## src/rtl/uart_pkg.sv

```systemverilog
// Shared UART definitions: line parity modes, transmitter FSM states and
// baud-divider sizing helpers used by the transmitter and the future receiver.
package uart_pkg;

    typedef enum logic [1:0] {
        PAR_NONE = 2'b00,
        PAR_EVEN = 2'b01,
        PAR_ODD  = 2'b10,
        PAR_RSVD = 2'b11
    } parity_mode_t;

    typedef enum logic [2:0] {
        ST_IDLE,
        ST_START,
        ST_DATA,
        ST_PARITY,
        ST_STOP
    } tx_state_t;

    // Truncating division: a non-integer ratio leaves the line slightly fast.
    function automatic int clks_per_bit(input int clk_freq, input int baud_rate);
        return clk_freq / baud_rate;
    endfunction

    function automatic int cnt_width(input int div);
        return (div <= 2) ? 1 : $clog2(div);
    endfunction

endpackage

```

## src/rtl/uart_baud_tick.sv

```systemverilog
// Baud-rate divider: one-clock tick every DIV clocks while enabled, restarted
// by clear. pre_tick fires the clock before tick so callers can register
// events that must coincide with the last clock of a bit.
module uart_baud_tick
    import uart_pkg::*;
#(
    parameter int DIV = 104
) (
    input  logic clk,
    input  logic rst_n,
    input  logic clear,
    input  logic enable,
    output logic tick,
    output logic pre_tick
);

    localparam int CW = cnt_width(DIV);

    logic [CW-1:0] cnt;

    // NOTE: state elements use non-blocking assignments so every flop samples
    // pre-edge values regardless of process ordering.
    always_ff @(posedge clk or negedge rst_n) begin
        if (!rst_n) begin
            cnt <= '0;
        end else if (clear || !enable) begin
            cnt <= '0;
        end else if (cnt == CW'(DIV - 1)) begin
            cnt <= '0;
        end else begin
            cnt <= cnt + 1'b1;
        end
    end

    assign tick     = enable && !clear && (cnt == CW'(DIV - 1));
    assign pre_tick = enable && !clear && (cnt == CW'(DIV - 2));

endmodule

```

## src/rtl/uart_tx_frame.sv

```systemverilog
// UART transmitter: one word per valid/ready transfer, framed as start bit,
// LSB-first data, optional parity and one or two stop bits.
module uart_tx_frame
    import uart_pkg::*;
#(
    parameter int CLK_FREQ  = 1000000,
    parameter int BAUD_RATE = 9600,
    parameter int DATA_BITS = 8
) (
    input  logic                 clk,
    input  logic                 rst_n,
    input  logic                 tx_valid,
    output logic                 tx_ready,
    input  logic [DATA_BITS-1:0] tx_data,
    input  logic [1:0]           parity_mode,
    input  logic                 two_stop,
    output logic                 tx,
    output logic                 busy,
    output logic                 done
);

    localparam int CLKS_PER_BIT = clks_per_bit(CLK_FREQ, BAUD_RATE);
    localparam int IDX_W        = $clog2(DATA_BITS);

    if (CLKS_PER_BIT < 2) begin : g_bad_div
        $error("uart_tx_frame: CLK_FREQ/BAUD_RATE must be at least 2");
    end
    if (DATA_BITS < 5 || DATA_BITS > 9) begin : g_bad_width
        $error("uart_tx_frame: DATA_BITS must be within 5..9");
    end

    tx_state_t            state, state_d;
    parity_mode_t         mode;
    logic [DATA_BITS-1:0] shift_q;
    logic [IDX_W-1:0]     bit_idx;
    logic                 par_en_q, par_bit_q, two_stop_q, stop_idx;
    logic                 tick, pre_tick;
    logic                 start_xfer, last_data, last_stop;
    logic                 tx_d, busy_d, done_d;

    assign mode       = parity_mode_t'(parity_mode);
    assign tx_ready   = (state == ST_IDLE);
    assign start_xfer = tx_ready && tx_valid;
    assign last_data  = (bit_idx == IDX_W'(DATA_BITS - 1));
    assign last_stop  = (stop_idx == two_stop_q);

    uart_baud_tick #(
        .DIV(CLKS_PER_BIT)
    ) u_baud (
        .clk     (clk),
        .rst_n   (rst_n),
        .clear   (start_xfer),
        .enable  (state != ST_IDLE),
        .tick    (tick),
        .pre_tick(pre_tick)
    );

    always_ff @(posedge clk or negedge rst_n) begin
        if (!rst_n) begin
            state <= ST_IDLE;
        end else begin
            state <= state_d;
        end
    end

    // NOTE: every combinational output gets a default first so no path
    // through the case statement can leave it unassigned and infer a latch.
    always_comb begin
        state_d = state;
        case (state)
            ST_IDLE:   if (tx_valid) state_d = ST_START;
            ST_START:  if (tick) state_d = ST_DATA;
            ST_DATA:   if (tick && last_data) state_d = par_en_q ? ST_PARITY : ST_STOP;
            ST_PARITY: if (tick) state_d = ST_STOP;
            ST_STOP:   if (tick && last_stop) state_d = ST_IDLE;
            default:   state_d = ST_IDLE;
        endcase
    end

    // Outputs are decoded from the next state so the registered line changes
    // on the same edge as the state it belongs to.
    always_comb begin
        tx_d = 1'b1;
        case (state_d)
            ST_START:  tx_d = 1'b0;
            ST_DATA:   tx_d = (state == ST_DATA && tick) ? shift_q[1] : shift_q[0];
            ST_PARITY: tx_d = par_bit_q;
            default:   tx_d = 1'b1;
        endcase
        busy_d = (state_d != ST_IDLE);
        done_d = (state == ST_STOP) && last_stop && pre_tick;
    end

    always_ff @(posedge clk or negedge rst_n) begin
        if (!rst_n) begin
            tx   <= 1'b1;
            busy <= 1'b0;
            done <= 1'b0;
        end else begin
            tx   <= tx_d;
            busy <= busy_d;
            done <= done_d;
        end
    end

    always_ff @(posedge clk or negedge rst_n) begin
        if (!rst_n) begin
            shift_q    <= '0;
            par_en_q   <= 1'b0;
            par_bit_q  <= 1'b0;
            two_stop_q <= 1'b0;
        end else if (start_xfer) begin
            shift_q    <= tx_data;
            par_en_q   <= (mode == PAR_EVEN) || (mode == PAR_ODD);
            par_bit_q  <= (mode == PAR_ODD) ? ~^tx_data : ^tx_data;
            two_stop_q <= two_stop;
        end else if (state == ST_DATA && tick) begin
            shift_q <= shift_q >> 1;
        end
    end

    always_ff @(posedge clk or negedge rst_n) begin
        if (!rst_n) begin
            bit_idx  <= '0;
            stop_idx <= 1'b0;
        end else begin
            if (state != ST_DATA) begin
                bit_idx <= '0;
            end else if (tick) begin
                bit_idx <= bit_idx + 1'b1;
            end
            if (state != ST_STOP) begin
                stop_idx <= 1'b0;
            end else if (tick) begin
                stop_idx <= 1'b1;
            end
        end
    end

endmodule

```

## config.mk

```make
export PLATFORM = sky130hd
export DESIGN_NAME = uart_tx_frame
export DESIGN_NICKNAME = d
export VERILOG_FILES = /design/src/rtl/uart_pkg.sv /design/src/rtl/uart_baud_tick.sv /design/src/rtl/uart_tx_frame.sv
export SDC_FILE = /design/constraint.sdc
export NUM_CORES = 1
export LEC_CHECK = 0
export CAP_MARGIN = 0
export CORE_MARGIN = 2
export CORE_UTILIZATION = 58
export DETAILED_ROUTE_END_ITERATION = 8
export MAX_ROUTING_LAYER = met4
export PLACE_DENSITY = 0.9
export SLEW_MARGIN = 15
export SYNTH_ARGS = -nofsm -noshare
export SYNTH_HDL_FRONTEND = slang
export SYNTH_SLANG_ARGS = --single-unit
```

## constraint.sdc

```tcl
create_clock -name clk -period 4 [get_ports clk]
set_input_delay 1.2 -clock clk [delete_from_list [all_inputs] [get_ports clk]]
set_output_delay 1.2 -clock clk [all_outputs]
set_load 0.02 [all_outputs]
```

drive_strength.png
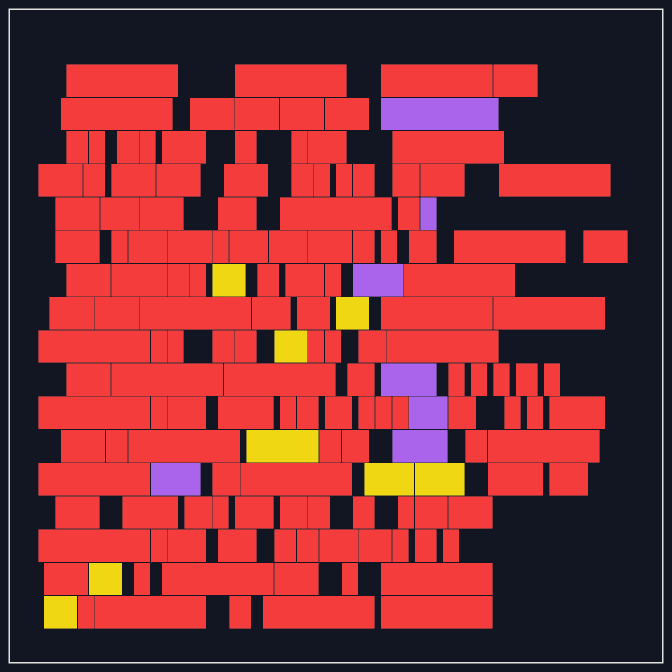
Key: drive 1 or less = red [cells 141, most used dfrtp_1]; drive 2 = purple [cells 7]; drive 3 to 4 = yellow [cells 8, most used clkbuf_4]
Design Area, Final: 1643 sq um
area growth from synthesis to final layout: 16.09%

metal_stack.png
Only two layers are drawn.
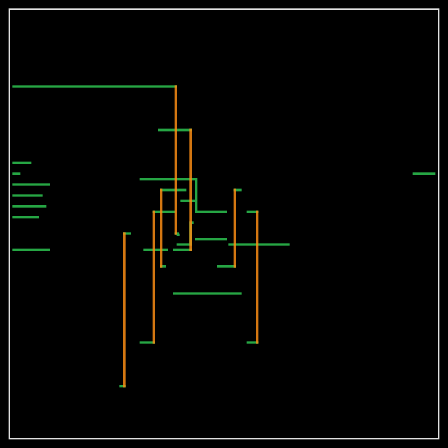
Key: met4 = orange [wire length 104 um]; met3 = green [wire length 108 um]
final wirelength: 2752 um
detailed-route via count: 1,049
overall global routing resource usage: 23.81%
wire per inst: 14.96 um

==> results_tabular.tex <==
% Generated from flow reports
\begin{tabular}{lr}
\hline
Metric & Value \\
\hline
\multicolumn{2}{l}{\textbf{Logic synthesis}} \\
\quad Seq/Total Area, Yosys & 49.60\% \\
\quad Largest family of logic cells by area & simple AND/OR/NAND/NOR gates \\
\quad Simple share & 17.77\% \\
\quad Number of distinct library cells after synthesis & 34 \\
\multicolumn{2}{l}{\textbf{Final timing}} \\
\quad Minimum clock period after layout & roughly 2.9 ns \\
\quad Total count of max-transition violations in the final report & 0 \\
\quad Worst-case hold slack & approximately 0.50 ns \\
\quad Slew of the pin with the lowest slew margin & 0.7289 ns \\
\multicolumn{2}{l}{\textbf{CTS}} \\
\quad Number of sinks handled by clock tree synthesis & 28 \\
\quad Post-CTS setup buffers & 0 \\
\quad Clock network latency to the later pin of the worst-skew pair & roughly 0.34 ns \\
\quad Hold-fix buffer count after cts & 0 \\
\quad Clock input transition at the sequential cells of the worst setup and hold paths & about 0.13 ns \\
\quad Clock tree from TritonCTS & done \\
\multicolumn{2}{l}{\textbf{Placement}} \\
\quad \# port buffers & 17 \\
\quad Final HPWL from detailed placement & 2110 um \\
\multicolumn{2}{l}{\textbf{Floorplanning}} \\
\quad Cell row count & 17 \\
\quad Core region area & approximately 2300 sq um \\
\quad Top-level port count & 18 \\
\quad Vertical extent of the die & 53.40 um \\
\quad Die outline area & 2851 sq um \\
\multicolumn{2}{l}{\textbf{Setup path}} \\
\quad Critical path fanouts, max & 6 \\
\quad Arrival time of data at the critical path endpoint & around 1.7 ns \\
\quad R2r setup slk & 1.80 ns \\
\quad Type of the setup path with the least slack & reg2out \\
\quad Buffer and inverter count on the worst path & 1 \\
\quad Worst Reg2Reg Path Length in Cells & 5 \\
\quad Destination of the critical timing path & tx\_ready \\
\quad Nature of the critical path endpoint & output pin \\
\quad Critical path required time & 2.80 ns \\
\quad Launching instance or port of the critical path & state[2] \\
\multicolumn{2}{l}{\textbf{Min path}} \\
\quad End point of the worst hold path & shift\_q[5] \\
\quad Hold Path Stages & 2 \\
\quad Source of the worst hold timing path & shift\_q[5] \\
\multicolumn{2}{l}{\textbf{Cells and area}} \\
\quad Utilization of the core after routing & 72.86\% \\
\quad Top cells excl fill/tap & 27 x sky130\_fd\_sc\_hd\_\_dfrtp\_1, 17 x sky130\_fd\_sc\_hd\_\_clkdlybuf4s50\_1, 16 x sky130\_fd\_sc\_hd\_\_nand2\_1 \\
\multicolumn{2}{l}{\textbf{Job}} \\
\quad Number of maximum-capacitance violations & 0 \\
\multicolumn{2}{l}{\textbf{Global routing}} \\
\quad Antenna violations before repair & 0 \\
\multicolumn{2}{l}{\textbf{Outcome}} \\
\quad Status & completed \\
\multicolumn{2}{l}{\textbf{Routing}} \\
\quad Vias per cell & roughly 5.7 \\
\quad Number of design rule violations left after detail routing & 0 \\
\hline
\end{tabular}
gate_families.png
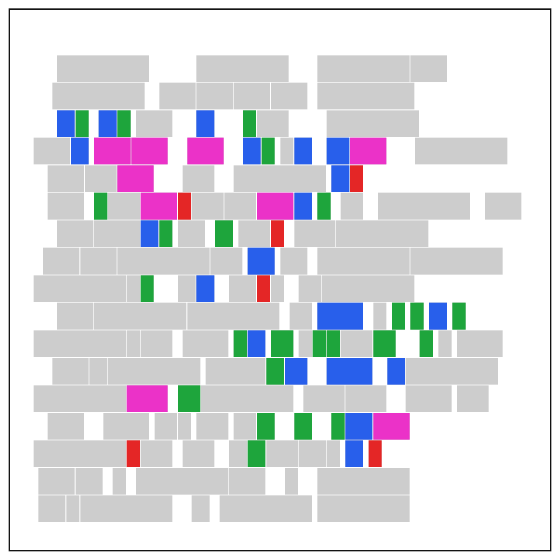
Key: NAND gates = green [cells 24, most used nand2_1]; multiplexers = magenta [cells 9, most used mux2i_1]; inverting AOI/OAI gates = blue [cells 20, most used o21ai_0]; inverters = red [cells 6, most used inv_1]
Final Instance Count excl. Fillers: 184
fraction of standard cell area in multi-input logic: 40.90%

==> registers in the layout, indices dropped and copies added, names as in the netlist <==
name,count
shift_q,8
u_baud.cnt,7
bit_idx,3
state,3
busy,1
done,1
par_bit_q,1
par_en_q,1
stop_idx,1
two_stop_q,1
tx,1
==> cell usage after synthesis <==
| cell type | n |
|---|---|
| sky130_fd_sc_hd__and3_1 | 3 |
| sky130_fd_sc_hd__xnor2_1 | 10 |
| sky130_fd_sc_hd__buf_6 | 1 |
| sky130_fd_sc_hd__a21oi_1 | 5 |
| sky130_fd_sc_hd__mux2_2 | 1 |
| sky130_fd_sc_hd__or3_1 | 2 |
| sky130_fd_sc_hd__o21ai_0 | 9 |
| sky130_fd_sc_hd__mux2i_1 | 8 |
| sky130_fd_sc_hd__ha_1 | 5 |
| sky130_fd_sc_hd__nand2_1 | 16 |
| sky130_fd_sc_hd__nand2b_1 | 2 |
| sky130_fd_sc_hd__a221o_2 | 1 |
| sky130_fd_sc_hd__nand4_1 | 1 |
| sky130_fd_sc_hd__nor3_1 | 4 |
| sky130_fd_sc_hd__o22ai_1 | 1 |
| sky130_fd_sc_hd__inv_2 | 1 |
| sky130_fd_sc_hd__or2b_2 | 1 |
| sky130_fd_sc_hd__nor3_4 | 1 |
| sky130_fd_sc_hd__a32o_1 | 1 |
| sky130_fd_sc_hd__a22oi_1 | 1 |
| sky130_fd_sc_hd__a211oi_2 | 1 |
| sky130_fd_sc_hd__inv_1 | 5 |
| sky130_fd_sc_hd__dfstp_2 | 1 |
| sky130_fd_sc_hd__nor2_1 | 11 |
| sky130_fd_sc_hd__clkbuf_1 | 2 |
| sky130_fd_sc_hd__nor2_4 | 1 |
| sky130_fd_sc_hd__nand3_1 | 5 |
| sky130_fd_sc_hd__o22ai_2 | 1 |
| sky130_fd_sc_hd__a31oi_1 | 1 |
| sky130_fd_sc_hd__dfrtp_1 | 27 |
| sky130_fd_sc_hd__or3b_4 | 1 |
| sky130_fd_sc_hd__xor2_1 | 4 |
| sky130_fd_sc_hd__a21boi_1 | 1 |
| sky130_fd_sc_hd__nor3b_1 | 1 |
==> layout make-up <==
class / count / area, sq um
well taps: 28 / 35.03
repair buffers: 19 / 185.2
flip-flops and latches: 28 / 701.9
fillers: 170 / 611.8
multi-input cells: 99 / 671.9
clock buffers: 4 / 26.28
inverters: 6 / 22.52
==> per-stage QoR <==
step,instances,area (sq um)
floorplan,136,1415
global route,184,1643
detailed placement,180,1617
global placement,180,1617
finish,184,1643
CTS,184,1643
==> routing by layer <==
metal	vias to the layer above	global-route usage (%)	share of wire [%]
li1	513	-	-
met5	-	-	0
met4	0	9.829	3.8
met2	34	38.68	49
met1	488	29.87	44
met3	14	3.390	3.9
==> logic make-up (layout without fill, tap and decap cells) <==
kind of cell             count (synthesis)  count (layout)
AND/OR/NAND/NOR                         49              49
flip-flops                              28              28
XOR/XNOR                                14              14
multiplexers                             9               9
AND-OR/OR-AND                           22              22
buffers and inverters                    9              29
adder cells (fa/ha/maj)                  5               5
==> report_power, final <==
part | internal (mW) | switching, mW
registers | 0.283 | 0
clock network | 0.0391 | 0.0830
logic | 0.0219 | 0.0159
